### Clock network drawn from the DEF

Bar = 20 um.
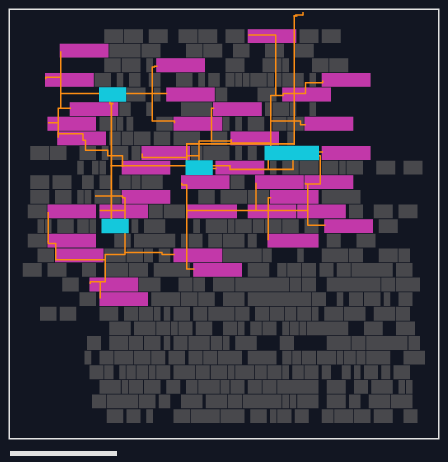
### Met4 routing

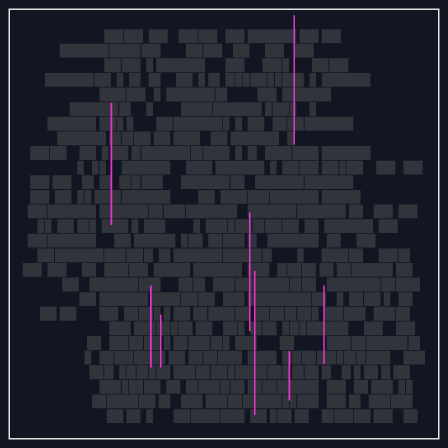
### Cells coloured by class

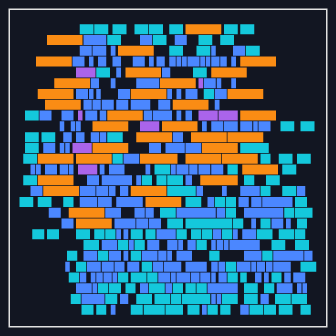
### Wiring heat map

The die is cut into 16 by 16 equal tiles; dark blue is low, red is high, scaled to the fullest tile. Values are wire area over tile area, all layers added.
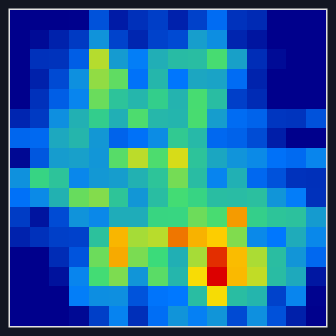
## config.mk

```make
export PLATFORM = sky130hd
export DESIGN_NAME = multicycle_controller
export DESIGN_NICKNAME = d
export VERILOG_FILES = /design/src/rtl/multicycle_controller.sv
export SDC_FILE = /design/constraint.sdc
export NUM_CORES = 1
export LEC_CHECK = 0
export CORE_MARGIN = 2
export CORE_UTILIZATION = 38
export DETAILED_ROUTE_END_ITERATION = 6
export PLACE_DENSITY = 0.77
export SYNTH_ARGS = -nofsm -noshare
export SYNTH_HDL_FRONTEND = slang
export SYNTH_SLANG_ARGS = --single-unit
export TNS_END_PERCENT = 20
```

## constraint.sdc

```tcl
create_clock -name clk -period 2.29 [get_ports clk]
set_clock_uncertainty 0.2 [all_clocks]
set_input_delay 0.458 -clock clk [delete_from_list [all_inputs] [get_ports clk]]
set_output_delay 0.458 -clock clk [all_outputs]
set_load 0.03 [all_outputs]
```

## src/rtl/multicycle_controller.sv

```systemverilog
// Multi-cycle RISC-V control FSM: sequences the shared datapath one step per clock,
// decodes IR into selects/strobes, waits on the memory ready handshake and counts
// retired instructions.
module multicycle_controller #(
  parameter int unsigned RETIRE_W = 32
) (
  input  logic                clk,
  input  logic                reset,
  input  logic [31:0]         Instr,
  input  logic                Zero,
  input  logic                Negative,
  input  logic                MemReady,
  output logic                PCWrite,
  output logic                AdrSrc,
  output logic                MemRead,
  output logic                MemWrite,
  output logic                IRWrite,
  output logic                RegWrite,
  output logic [1:0]          ResultSrc,
  output logic [1:0]          ALUSrcA,
  output logic [1:0]          ALUSrcB,
  output logic [4:0]          ALUControl,
  output logic [2:0]          ImmSrc,
  output logic                Illegal,
  output logic [3:0]          State,
  output logic [RETIRE_W-1:0] Retired
);

  typedef enum logic [3:0] {
    StFetch    = 4'd0,
    StDecode   = 4'd1,
    StMemAdr   = 4'd2,
    StMemRead  = 4'd3,
    StMemWb    = 4'd4,
    StMemWrite = 4'd5,
    StExecR    = 4'd6,
    StExecI    = 4'd7,
    StAluWb    = 4'd8,
    StBranch   = 4'd9,
    StJal      = 4'd10,
    StJalr     = 4'd11,
    StJalrPc   = 4'd12,
    StLui      = 4'd13
  } state_e;

  localparam logic [6:0] OpLoad  = 7'b0000011;
  localparam logic [6:0] OpStore = 7'b0100011;
  localparam logic [6:0] OpR     = 7'b0110011;
  localparam logic [6:0] OpI     = 7'b0010011;
  localparam logic [6:0] OpB     = 7'b1100011;
  localparam logic [6:0] OpJal   = 7'b1101111;
  localparam logic [6:0] OpJalr  = 7'b1100111;
  localparam logic [6:0] OpLui   = 7'b0110111;

  localparam logic [4:0] AluAdd   = 5'b00000;
  localparam logic [4:0] AluSub   = 5'b00001;
  localparam logic [4:0] AluAnd   = 5'b00010;
  localparam logic [4:0] AluOr    = 5'b00011;
  localparam logic [4:0] AluXor   = 5'b00100;
  localparam logic [4:0] AluSlt   = 5'b00101;
  localparam logic [4:0] AluSll   = 5'b00110;
  localparam logic [4:0] AluSrl   = 5'b00111;
  localparam logic [4:0] AluPassB = 5'b01000;

  state_e                state_q, state_d;
  logic [RETIRE_W-1:0]   retired_q;
  logic                  retire;
  logic [4:0]            alu_func;

  logic [6:0] opcode;
  logic [2:0] funct3;
  logic       funct7b5;
  logic       unused_instr;

  assign opcode       = Instr[6:0];
  assign funct3       = Instr[14:12];
  assign funct7b5     = Instr[30];
  assign unused_instr = ^{Instr[31], Instr[29:15], Instr[11:7]};

  // ALU operation from funct3; the SUB override for funct7[5] is applied in EXECR only.
  always_comb begin
    alu_func = AluAdd;
    case (funct3)
      3'b111:  alu_func = AluAnd;
      3'b110:  alu_func = AluOr;
      3'b100:  alu_func = AluXor;
      3'b010:  alu_func = AluSlt;
      3'b001:  alu_func = AluSll;
      3'b101:  alu_func = AluSrl;
      default: alu_func = AluAdd;
    endcase
  end

  // Next-state and datapath control decode.
  always_comb begin
    state_d    = state_q;
    PCWrite    = 1'b0;
    AdrSrc     = 1'b0;
    MemRead    = 1'b0;
    MemWrite   = 1'b0;
    IRWrite    = 1'b0;
    RegWrite   = 1'b0;
    ResultSrc  = 2'b00;
    ALUSrcA    = 2'b00;
    ALUSrcB    = 2'b00;
    ALUControl = AluAdd;
    ImmSrc     = 3'b000;
    Illegal    = 1'b0;
    unique case (state_q)
      StFetch: begin
        MemRead   = 1'b1;
        ALUSrcB   = 2'b10;
        ResultSrc = 2'b10;
        IRWrite   = MemReady;
        PCWrite   = MemReady;
        if (MemReady) state_d = StDecode;
      end
      StDecode: begin
        ALUSrcA = 2'b01;
        ALUSrcB = 2'b01;
        ImmSrc  = 3'b010;
        case (opcode)
          OpLoad, OpStore: state_d = StMemAdr;
          OpR:             state_d = StExecR;
          OpI:             state_d = StExecI;
          OpB:             state_d = StBranch;
          OpJal:           state_d = StJal;
          OpJalr:          state_d = StJalr;
          OpLui:           state_d = StLui;
          default: begin
            state_d = StFetch;
            Illegal = 1'b1;
          end
        endcase
      end
      StMemAdr: begin
        ALUSrcA = 2'b10;
        ALUSrcB = 2'b01;
        ImmSrc  = (opcode == OpStore) ? 3'b001 : 3'b000;
        state_d = (opcode == OpStore) ? StMemWrite : StMemRead;
      end
      StMemRead: begin
        AdrSrc  = 1'b1;
        MemRead = 1'b1;
        if (MemReady) state_d = StMemWb;
      end
      StMemWb: begin
        ResultSrc = 2'b01;
        RegWrite  = 1'b1;
        state_d   = StFetch;
      end
      StMemWrite: begin
        AdrSrc   = 1'b1;
        MemWrite = 1'b1;
        if (MemReady) state_d = StFetch;
      end
      StExecR: begin
        ALUSrcA    = 2'b10;
        ALUControl = (funct3 == 3'b000 && funct7b5) ? AluSub : alu_func;
        state_d    = StAluWb;
      end
      StExecI: begin
        ALUSrcA    = 2'b10;
        ALUSrcB    = 2'b01;
        ALUControl = alu_func;
        state_d    = StAluWb;
      end
      StAluWb: begin
        RegWrite = 1'b1;
        state_d  = StFetch;
      end
      StBranch: begin
        ALUSrcA    = 2'b10;
        ALUControl = AluSub;
        PCWrite    = (funct3 == 3'b000 && Zero) || (funct3 == 3'b100 && Negative);
        state_d    = StFetch;
      end
      StJal: begin
        ALUSrcA = 2'b01;
        ALUSrcB = 2'b10;
        PCWrite = 1'b1;
        state_d = StAluWb;
      end
      StJalr: begin
        ALUSrcA = 2'b10;
        ALUSrcB = 2'b01;
        state_d = StJalrPc;
      end
      StJalrPc: begin
        PCWrite = 1'b1;
        ALUSrcA = 2'b01;
        ALUSrcB = 2'b10;
        state_d = StAluWb;
      end
      StLui: begin
        ALUSrcB    = 2'b01;
        ImmSrc     = 3'b100;
        ALUControl = AluPassB;
        state_d    = StAluWb;
      end
      default: state_d = StFetch;
    endcase
    // Reset must never let a write strobe escape, even while the state is being cleared.
    if (reset) begin
      PCWrite  = 1'b0;
      IRWrite  = 1'b0;
      RegWrite = 1'b0;
      MemWrite = 1'b0;
      MemRead  = 1'b1;
      AdrSrc   = 1'b0;
    end
  end

  // An instruction retires on its final step back to FETCH; the illegal path does not count.
  always_comb begin
    retire = 1'b0;
    if (state_d == StFetch) begin
      retire = (state_q == StMemWb) || (state_q == StMemWrite) ||
               (state_q == StAluWb) || (state_q == StBranch);
    end
  end

  // State register and retired-instruction counter.
  always_ff @(posedge clk or posedge reset) begin
    if (reset) begin
      state_q   <= StFetch;
      retired_q <= '0;
    end else begin
      state_q <= state_d;
      if (retire) retired_q <= retired_q + RETIRE_W'(1);
    end
  end

  assign State   = state_q;
  assign Retired = retired_q;

endmodule

```

==> impl_metrics.tcl <==
# implementation run metrics
set metrics [dict create \
    ys_sh_xor_pct 14.44 \
    cts_buffers 5 \
    cp.depth 7 \
    grt_first_pass_wirelength_um 9984 \
    synth-seq-cells 36 \
    drtIter0Drc 128 \
    grt_max_degree 37 \
    common_cells "dfrtp_1 (36), nor2_1 (31), nand2_1 (21)" \
    first_global_vias 2187 \
    rows 27 \
    synth_area_um2 2175 \
    fin_setup_tns_ns -0.6305 \
    h-tree-depth 2 \
    hold_viol 0 \
    leakage_uw 0.001719 \
    ir_drop_mv 0.3257 \
    top_area_share_pct 41.43 \
    met1_length_um 2848 \
    endpoint_kind "output port" \
    critPathMaxFanout 9 \
    logic_area_um2 1436 \
    power_uw 1773 \
    ys_sh_simple_pct 28.83 \
    setup_slack_ns -0.09380 \
    die_h_um 79.65 \
    yosys-stat-area_um2 2175 \
    grt_antenna_before_repair 0 \
    instances_no_fill 438 \
    dr.pass1.iters 4 \
    avgViaCountPerCell 5.164 \
    hold_path_depth 1 \
    maxCapViolCount 0 \
    synth_top_cell_by_count "dfrtp_1" \
    postCtsHoldBufs 0 \
    fill_cells 412 \
    tool_warnings 50 \
    fmax_mhz 419.5 \
    power_density_nw_per_um2 470.2 \
    cp_slowest_stage_delay_ns 0.44 \
    dieArea_um2 6343 \
    start_kind "register" \
    drc 0 \
    drive_gt1_share_pct 36.34 \
    arrival_ns 1.73 \
    critPathKind "reg -> out" \
    die-width_um 79.65 \
    final-setup-viol-count 15 \
    cts_tree "done" \
    largest_area_cell "dfrtp_1" \
    period_minus_slack_ns 2.384 \
    clk_pin_slew_ns 0.07 \
    critPathBufInv 3 \
    initCoreUtil_pct 39.49 \
    yosys-stat-cells 240 \
    yosys-top-cells-area "dfrtp_1 (41%), xnor2_1 (6.8%), xor2_1 (6.8%)" \
    cts_root_buffer "clkbuf_8" \
    yosysWarningCount 0 \
    critical_path.top_delay_family "simple AND/OR/NAND/NOR gates" \
    antenna_left 0 \
    nets 403 \
    hpwl_um 4295 \
    avgSynthCellArea_um2 9.061 \
    min_path_type "reg -> reg" \
    antenna_cells 0 \
    edf_count 0 \
    clockBufferDepth 2 \
    cp_slowest_cell "dfrtp_1" \
    adder_share_pct 0.5754 \
    crit_chain "buf_8 -> nor2_2 -> buf_4 -> nand2_1 -> nor2_4 -> and3_4 -> buf_6" \
    clkSinkCount 36 \
    regArea_um2 903.4 \
    yosysUniqueCellTypes 50 \
    pin_count 94 \
    r2r_cells 7 \
    dp_slack_ns -0.5370 \
    mux_share_pct 1.036 \
    rsz0062_at_grt "true" \
    syn_inst 240 \
    logic_family "simple AND/OR/NAND/NOR gates" \
    async_flop_share_pct 100.0 \
    place.gp.congestion 0.8183 \
    dp.cells 418 \
    dr_wl_met3_um 337 \
    synth.net_count 278 \
    crit_required_ns 1.63 \
    ys_seq_share_pct 41.43 \
    wl_met2_um 3286 \
    syn_to_final_growth_pct 73.36 \
    violations "setup timing" \
    final-max-slew-violation-count 0 \
    min_period_over_period_pct 104.1 \
    io_buffer_count 71 \
    synthAoiAreaFrac_pct 8.573 \
    ff_type "dfrtp_1" \
    status "finished, violations left" \
]
-- 'Clock network drawn from the DEF' (at the start) --
[cyan] clock-net drivers | count: 5
[orange] clock wires | length: 430 um
[magenta] flip-flops | count: 36
routed clock nets: 6
Latency at later pin: 0.28 ns
Clock power frac: 25.7%
clock-net power: 456 uW

-- 'Met4 routing' (at the start) --
share of all routed wire: 2.2%
wire length on this layer: 142 um
longest straight run: 26.5 um
nets with wire on the layer: 8

-- 'Cells coloured by class' (at the start) --
[orange] registers | cells: 36 | share of their area: 25%
[purple] clock drivers and dummy loads | cells: 8 | share of their area: 2.4%
[cyan] remaining buffers and delay cells | cells: 126 | share of their area: 33%
[blue] remaining logic cells | cells: 196 | share of their area: 40%
Seq area share: 23.96%
Post-Layout Inst Area: 3770 um2
total core area: 5507 um2

-- 'Wiring heat map' (at the start) --
emptiest ninth of the die: upper right
nearly empty tiles: 15%
densest ninth of the die: bottom centre
routed vias: 2262
wirelength, routed: 6614 um
overall global routing resource usage: 19.88%
DR WL/cell: 15.10 um

-- sequential cells by signal, summed over array words and instances, names as in the netlist --
register / cells
Retired: 32
State: 4
-- repair_timing --
action / in CTS / in global routing
cloned: 2 / 0
setup endpoints to repair: 36 / 41
setup buffers: 8 / 2
gates resized: 59 / 33
pin swaps: 15 / 10
-- stage by stage --
step	hold slack, ns	util, %	area [um2]
final	0.2677	68.46	3770
after floorplan	0.3496	-	2241
after global placement	0.2632	59.35	3268
after global routing	0.2797	68.46	3770
after CTS	0.2726	65.60	3612
after detailed placement	0.2612	59.35	3268
-- where the power goes --
part / internal [uW] / switching [uW] / total, uW
combinational: 271 / 312 / 583
sequential: 678 / 56.5 / 735
clock: 245 / 210 / 456
-- cell type report --
class,count,area share [%]
multi-input combinational,182,38.10
timing repair buffer,126,31.76
sequential,36,23.96
clock buffer,8,2.390
tap,72,2.390
inverter,14,1.394
-- metal layers --
metal,vias to the layer above,GRT usage [%]
met3,17,3.733
met2,68,32.94
li1,1080,-
met1,1097,25.99
met4,0,6.897
met5,-,0
-- worst paths after layout --
check | from | endpoint | slack (ns)
hold / removal | Retired[31]$_DFFE_PP0P_ | Retired[31]$_DFFE_PP0P_ | 0.27
setup / recovery | State[3]$_DFF_PP0_ | ImmSrc[0] | -0.09
hold reg to reg | Retired[31]$_DFFE_PP0P_ | Retired[31]$_DFFE_PP0P_ | 0.27
min in group asynchronous | reset | Retired[28]$_DFFE_PP0P_ | 0.72
max in group asynchronous | reset | State[2]$_DFF_PP0_ | 0.84
setup reg to reg | State[3]$_DFF_PP0_ | Retired[28]$_DFFE_PP0P_ | -0.06
-- cells in the final DEF, fill, tap and decap left out, types with 3 or more instances in the layout --
master | netlist | routed
buf_4 | 1 | 52
clkdlybuf4s50_1 | 0 | 39
dfrtp_1 | 36 | 34
nor2_1 | 31 | 24
nand2_1 | 21 | 20
xor2_1 | 17 | 17
xnor2_1 | 17 | 17
buf_6 | 2 | 17
inv_1 | 13 | 10
dlygate4sd2_1 | 0 | 10
nand3_1 | 10 | 8
nand4_1 | 7 | 7
and3_1 | 7 | 6
clkbuf_8 | 0 | 6
nor4_4 | 0 | 5
nand2b_1 | 8 | 4
inv_2 | 1 | 4
nor3_2 | 4 | 4
nor2_2 | 0 | 4
nand2b_4 | 0 | 4
nor3_1 | 6 | 4
a21oi_1 | 6 | 4
nor2_4 | 0 | 3
nor2b_1 | 3 | 3
or4_4 | 1 | 3
buf_12 | 0 | 3
-- worst register-to-register path, stage by stage, from the launching register on --
cell	delay (ns)
dfrtp_1	0.43
buf_8	0.17
nand4bb_4	0.18
o221ai_2	0.12
a21o_1	0.23
or4_4	0.62
nand2b_4	0.17
xnor2_1	0.12
-- cells by family (layout without fill, tap and decap cells) --
kind of cell	after synthesis	in the layout
other cells	1	1
flops	36	36
mux	2	2
xor+xnor	35	35
fa+ha+maj	1	1
buf+inv	23	148
simple gates	115	116
compound gates	27	27
Power figures rest on the tool's default switching activity, not on a simulated workload.
